==> images/io_placement.png <==
Pins as bars across the die edge, other pins in gray.
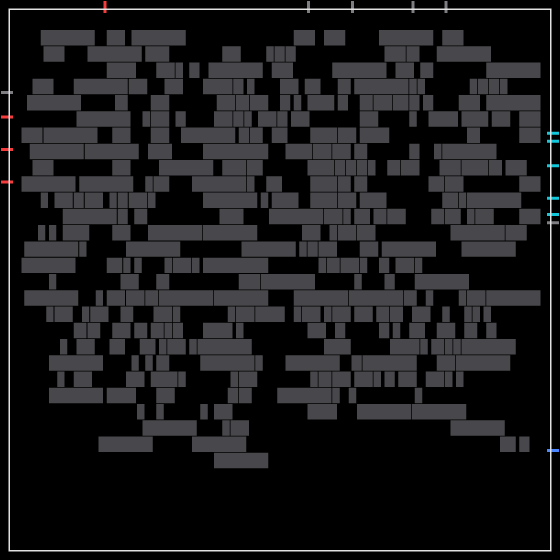
==> images/wires.png <==
Only two layers are drawn.
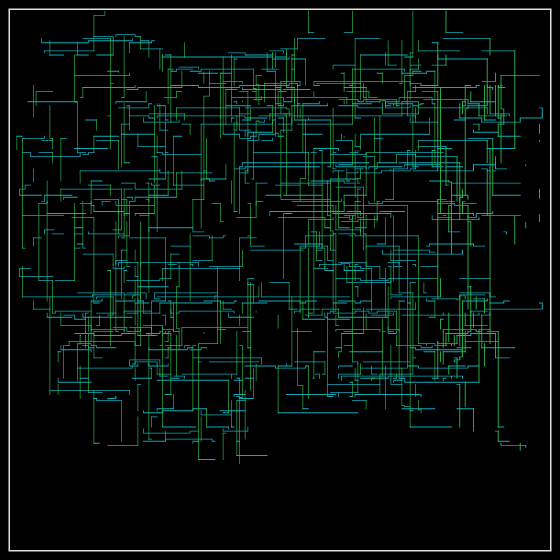
==> images/flops_by_reg.png <==
Bar = 20 um. Other sequential cells in the stronger gray, the rest of the logic in the fainter gray.
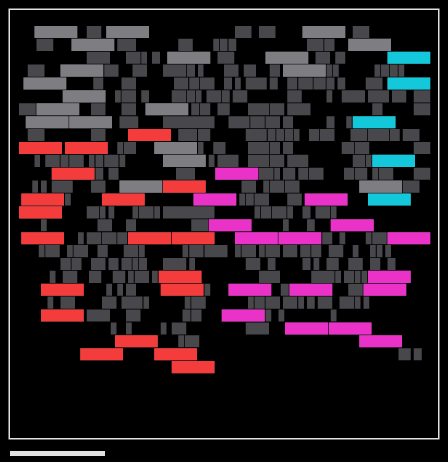
==> images/logic_types.png <==
Bar = 20 um.
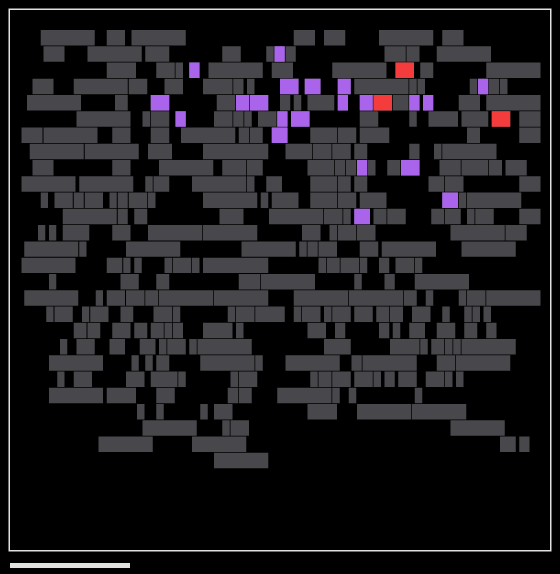
File: config.mk
export PLATFORM = sky130hd
export DESIGN_NAME = tone_scheduler
export DESIGN_NICKNAME = d
export VERILOG_FILES = /design/src/rtl/tone_scheduler.sv
export SDC_FILE = /design/constraint.sdc
export NUM_CORES = 1
export LEC_CHECK = 0
export CORE_MARGIN = 1.5
export CORE_UTILIZATION = 40
export CTS_CLUSTER_SIZE = 12
export DETAILED_ROUTE_END_ITERATION = 8
export SKIP_CTS_REPAIR_TIMING = 1
export SLEW_MARGIN = 20
export SYNTH_ARGS = -nofsm -noshare
export SYNTH_HDL_FRONTEND = slang
export SYNTH_SLANG_ARGS = --single-unit
File: constraint.sdc
create_clock -name clk -period 3.05 [get_ports clk]
set_clock_uncertainty 0.2 [all_clocks]
set_input_delay 0.61 -clock clk [delete_from_list [all_inputs] [get_ports clk]]
set_output_delay 0.61 -clock clk [all_outputs]
set_load 0.05 [all_outputs]
File: src/rtl/tone_scheduler.sv
// tone_scheduler: single-clock key-to-tone controller.
//   Synchronises and debounces four keys, arbitrates them into one note and
//   steps a sample-ROM address at FREQ*SAMPLE_SIZE Hz with a one-cycle strobe.
//   Note changes are deferred to the waveform wrap so the output never glitches.
// Ports:
//   clk          system clock
//   rst_n        asynchronous active-low reset
//   keys[3:0]    raw keys: bit0 SOL, bit1 MI, bit2 RE, bit3 DO
//   sample_addr  ROM address, $clog2(SAMPLE_SIZE) bits
//   sample_stb   one-cycle pulse when sample_addr takes a new value
//   note_id      current note: 0 DO, 1 RE, 2 MI, 3 SOL
//   playing      high while a note is sounding (PLAY or SWITCH)
//   switching    high while a note change waits for the wrap
module tone_scheduler #(
    parameter int unsigned CLK_HZ          = 50_000_000,
    parameter int unsigned SAMPLE_SIZE     = 32,
    parameter int unsigned DEBOUNCE_CYCLES = 500_000,
    parameter int unsigned DO_FEQ          = 523,
    parameter int unsigned RE_FEQ          = 587,
    parameter int unsigned MI_FEQ          = 659,
    parameter int unsigned SOL_FEQ         = 784
) (
    input  logic                           clk,
    input  logic                           rst_n,
    input  logic [3:0]                     keys,
    output logic [$clog2(SAMPLE_SIZE)-1:0] sample_addr,
    output logic                           sample_stb,
    output logic [1:0]                     note_id,
    output logic                           playing,
    output logic                           switching
);
    localparam int unsigned AW      = $clog2(SAMPLE_SIZE);
    localparam int unsigned TW      = 16;
    localparam int unsigned DW      = (DEBOUNCE_CYCLES > 1) ? $clog2(DEBOUNCE_CYCLES) : 1;
    localparam int unsigned PER_DO  = CLK_HZ / (DO_FEQ  * SAMPLE_SIZE);
    localparam int unsigned PER_RE  = CLK_HZ / (RE_FEQ  * SAMPLE_SIZE);
    localparam int unsigned PER_MI  = CLK_HZ / (MI_FEQ  * SAMPLE_SIZE);
    localparam int unsigned PER_SOL = CLK_HZ / (SOL_FEQ * SAMPLE_SIZE);
    localparam int unsigned PER_MAX = (1 << TW) - 1;

    // Elaboration-time sanity of the derived constants
    if (PER_DO < 2 || PER_RE < 2 || PER_MI < 2 || PER_SOL < 2) begin : g_period_min
        $error("tone_scheduler: every note period must be at least 2 clocks");
    end
    if (PER_DO > PER_MAX || PER_RE > PER_MAX || PER_MI > PER_MAX || PER_SOL > PER_MAX) begin : g_period_max
        $error("tone_scheduler: note period exceeds tick counter range");
    end
    if (SAMPLE_SIZE < 2 || (SAMPLE_SIZE & (SAMPLE_SIZE - 1)) != 0) begin : g_sample_size
        $error("tone_scheduler: SAMPLE_SIZE must be a power of two >= 2");
    end
    if (DEBOUNCE_CYCLES < 1) begin : g_debounce
        $error("tone_scheduler: DEBOUNCE_CYCLES must be at least 1");
    end

    typedef enum logic [1:0] {S_IDLE, S_PLAY, S_SWITCH} state_t;

    logic [3:0]    sync1, sync2, key_db;
    logic [DW-1:0] db_cnt;
    state_t        state_q, state_d;
    logic [TW-1:0] tick_q, tick_d, period_cur;
    logic [AW-1:0] addr_d;
    logic [1:0]    note_d, req_note;
    logic          stb_d, playing_d, switching_d;
    logic          req_valid, req_none, wrap_tick, addr_end;

    // Synchroniser and debouncer; a change of the synced value (sync1 != sync2)
    // restarts the stability count
    always_ff @(posedge clk or negedge rst_n) begin
        if (!rst_n) begin
            sync1  <= '0;
            sync2  <= '0;
            key_db <= '0;
            db_cnt <= '0;
        end else begin
            sync1 <= keys;
            sync2 <= sync1;
            if (sync1 != sync2 || sync2 == key_db) begin
                db_cnt <= '0;
            end else if (db_cnt == DW'(DEBOUNCE_CYCLES - 1)) begin
                key_db <= sync2;
                db_cnt <= '0;
            end else begin
                db_cnt <= db_cnt + DW'(1);
            end
        end
    end

    // Key arbitration: only a single pressed key is a valid request
    always_comb begin
        req_none  = (key_db == 4'b0000);
        req_valid = 1'b1;
        req_note  = 2'd0;
        case (key_db)
            4'b1000: req_note = 2'd0;
            4'b0100: req_note = 2'd1;
            4'b0010: req_note = 2'd2;
            4'b0001: req_note = 2'd3;
            default: req_valid = 1'b0;
        endcase
    end

    // Period of the note currently sounding
    always_comb begin
        case (note_id)
            2'd0:    period_cur = TW'(PER_DO);
            2'd1:    period_cur = TW'(PER_RE);
            2'd2:    period_cur = TW'(PER_MI);
            default: period_cur = TW'(PER_SOL);
        endcase
    end

    assign wrap_tick = (tick_q == period_cur - TW'(1));
    assign addr_end  = (sample_addr == AW'(SAMPLE_SIZE - 1));

    // Next-state and next-output logic
    always_comb begin
        state_d = state_q;
        note_d  = note_id;
        addr_d  = sample_addr;
        tick_d  = tick_q;
        stb_d   = 1'b0;

        // Playback advances identically in PLAY and SWITCH
        if (state_q != S_IDLE) begin
            if (wrap_tick) begin
                tick_d = '0;
                addr_d = sample_addr + AW'(1);
                stb_d  = 1'b1;
            end else begin
                tick_d = tick_q + TW'(1);
            end
        end

        case (state_q)
            S_IDLE: begin
                addr_d = '0;
                tick_d = '0;
                if (req_valid) begin
                    note_d  = req_note;
                    stb_d   = 1'b1;
                    state_d = S_PLAY;
                end
            end
            S_PLAY: begin
                if (req_none || (req_valid && req_note != note_id)) begin
                    state_d = S_SWITCH;
                end
            end
            S_SWITCH: begin
                // Resolve the pending change on the strobe that wraps to addr 0
                if (wrap_tick && addr_end) begin
                    if (req_valid) begin
                        note_d  = req_note;
                        state_d = S_PLAY;
                    end else if (req_none) begin
                        state_d = S_IDLE;
                    end else begin
                        state_d = S_PLAY;
                    end
                end else if (req_valid && req_note == note_id) begin
                    state_d = S_PLAY;
                end
            end
            default: state_d = S_IDLE;
        endcase

        playing_d   = (state_d != S_IDLE);
        switching_d = (state_d == S_SWITCH);
    end

    // State and output registers
    always_ff @(posedge clk or negedge rst_n) begin
        if (!rst_n) begin
            state_q     <= S_IDLE;
            tick_q      <= '0;
            note_id     <= '0;
            sample_addr <= '0;
            sample_stb  <= 1'b0;
            playing     <= 1'b0;
            switching   <= 1'b0;
        end else begin
            state_q     <= state_d;
            tick_q      <= tick_d;
            note_id     <= note_d;
            sample_addr <= addr_d;
            sample_stb  <= stb_d;
            playing     <= playing_d;
            switching   <= switching_d;
        end
    end

endmodule

==> impl_metrics.tcl <==
# implementation run metrics
set metrics [dict create \
    status "finished, final reports clean" \
    fin_hold_ws_ns 0.1981 \
    reg2reg_to "sample_stb$_DFF_PN0_" \
    worst_slack_ns 0.4065 \
    max-cap-violations 0 \
    r2r_cells 9 \
    regArea_um2 1476 \
    hold_violations 0 \
    die_w_um 90.31 \
    clk-power_mw 0.805 \
    p_clk_share_pct 49.3 \
    report.power.total_mw 1.632 \
    drive_above_1_share_pct 10.37 \
    reg.largest.list "db_cnt: 19 flops, tick_q: 16 flops, sample_addr: 5 flops" \
    synth-xor-area-share_pct 14.94 \
    fillers 678 \
    post-dp-hpwl_mm 3.633 \
    yosysUniqueCellTypes 46 \
    dp.cells 411 \
    peakVddDrop_uv 213.5 \
    drc 0 \
    grt_usage_pct 14.95 \
    grt_overflow 0 \
    grt-busiest-layer "met2" \
    tritoncts "built" \
    postRouteAntennaNets 0 \
]
-- io_placement.png (at the start) --
[rst_n] blue | pins: 1 | direction: input | edge: right
[keys] red | pins: 4 | direction: input | edge: 3 left, 1 top
[sample_addr] cyan | pins: 5 | direction: output | edge: right
all pins by edge: 7 right, 5 top, 4 left

-- wires.png (at the start) --
[metal 2] green | wire length: 2410 um
[metal 1] cyan | wire length: 2620 um

-- flops_by_reg.png (at the start) --
[sample_addr] cyan | flops: 5 | where: upper right
[db_cnt] red | flops: 19
[tick_q] magenta | flops: 16
not colored: 19

-- logic_types.png (at the start) --
[AND-OR and OR-AND gates] red | cells: 3
[inverting AOI/OAI gates] purple | cells: 21

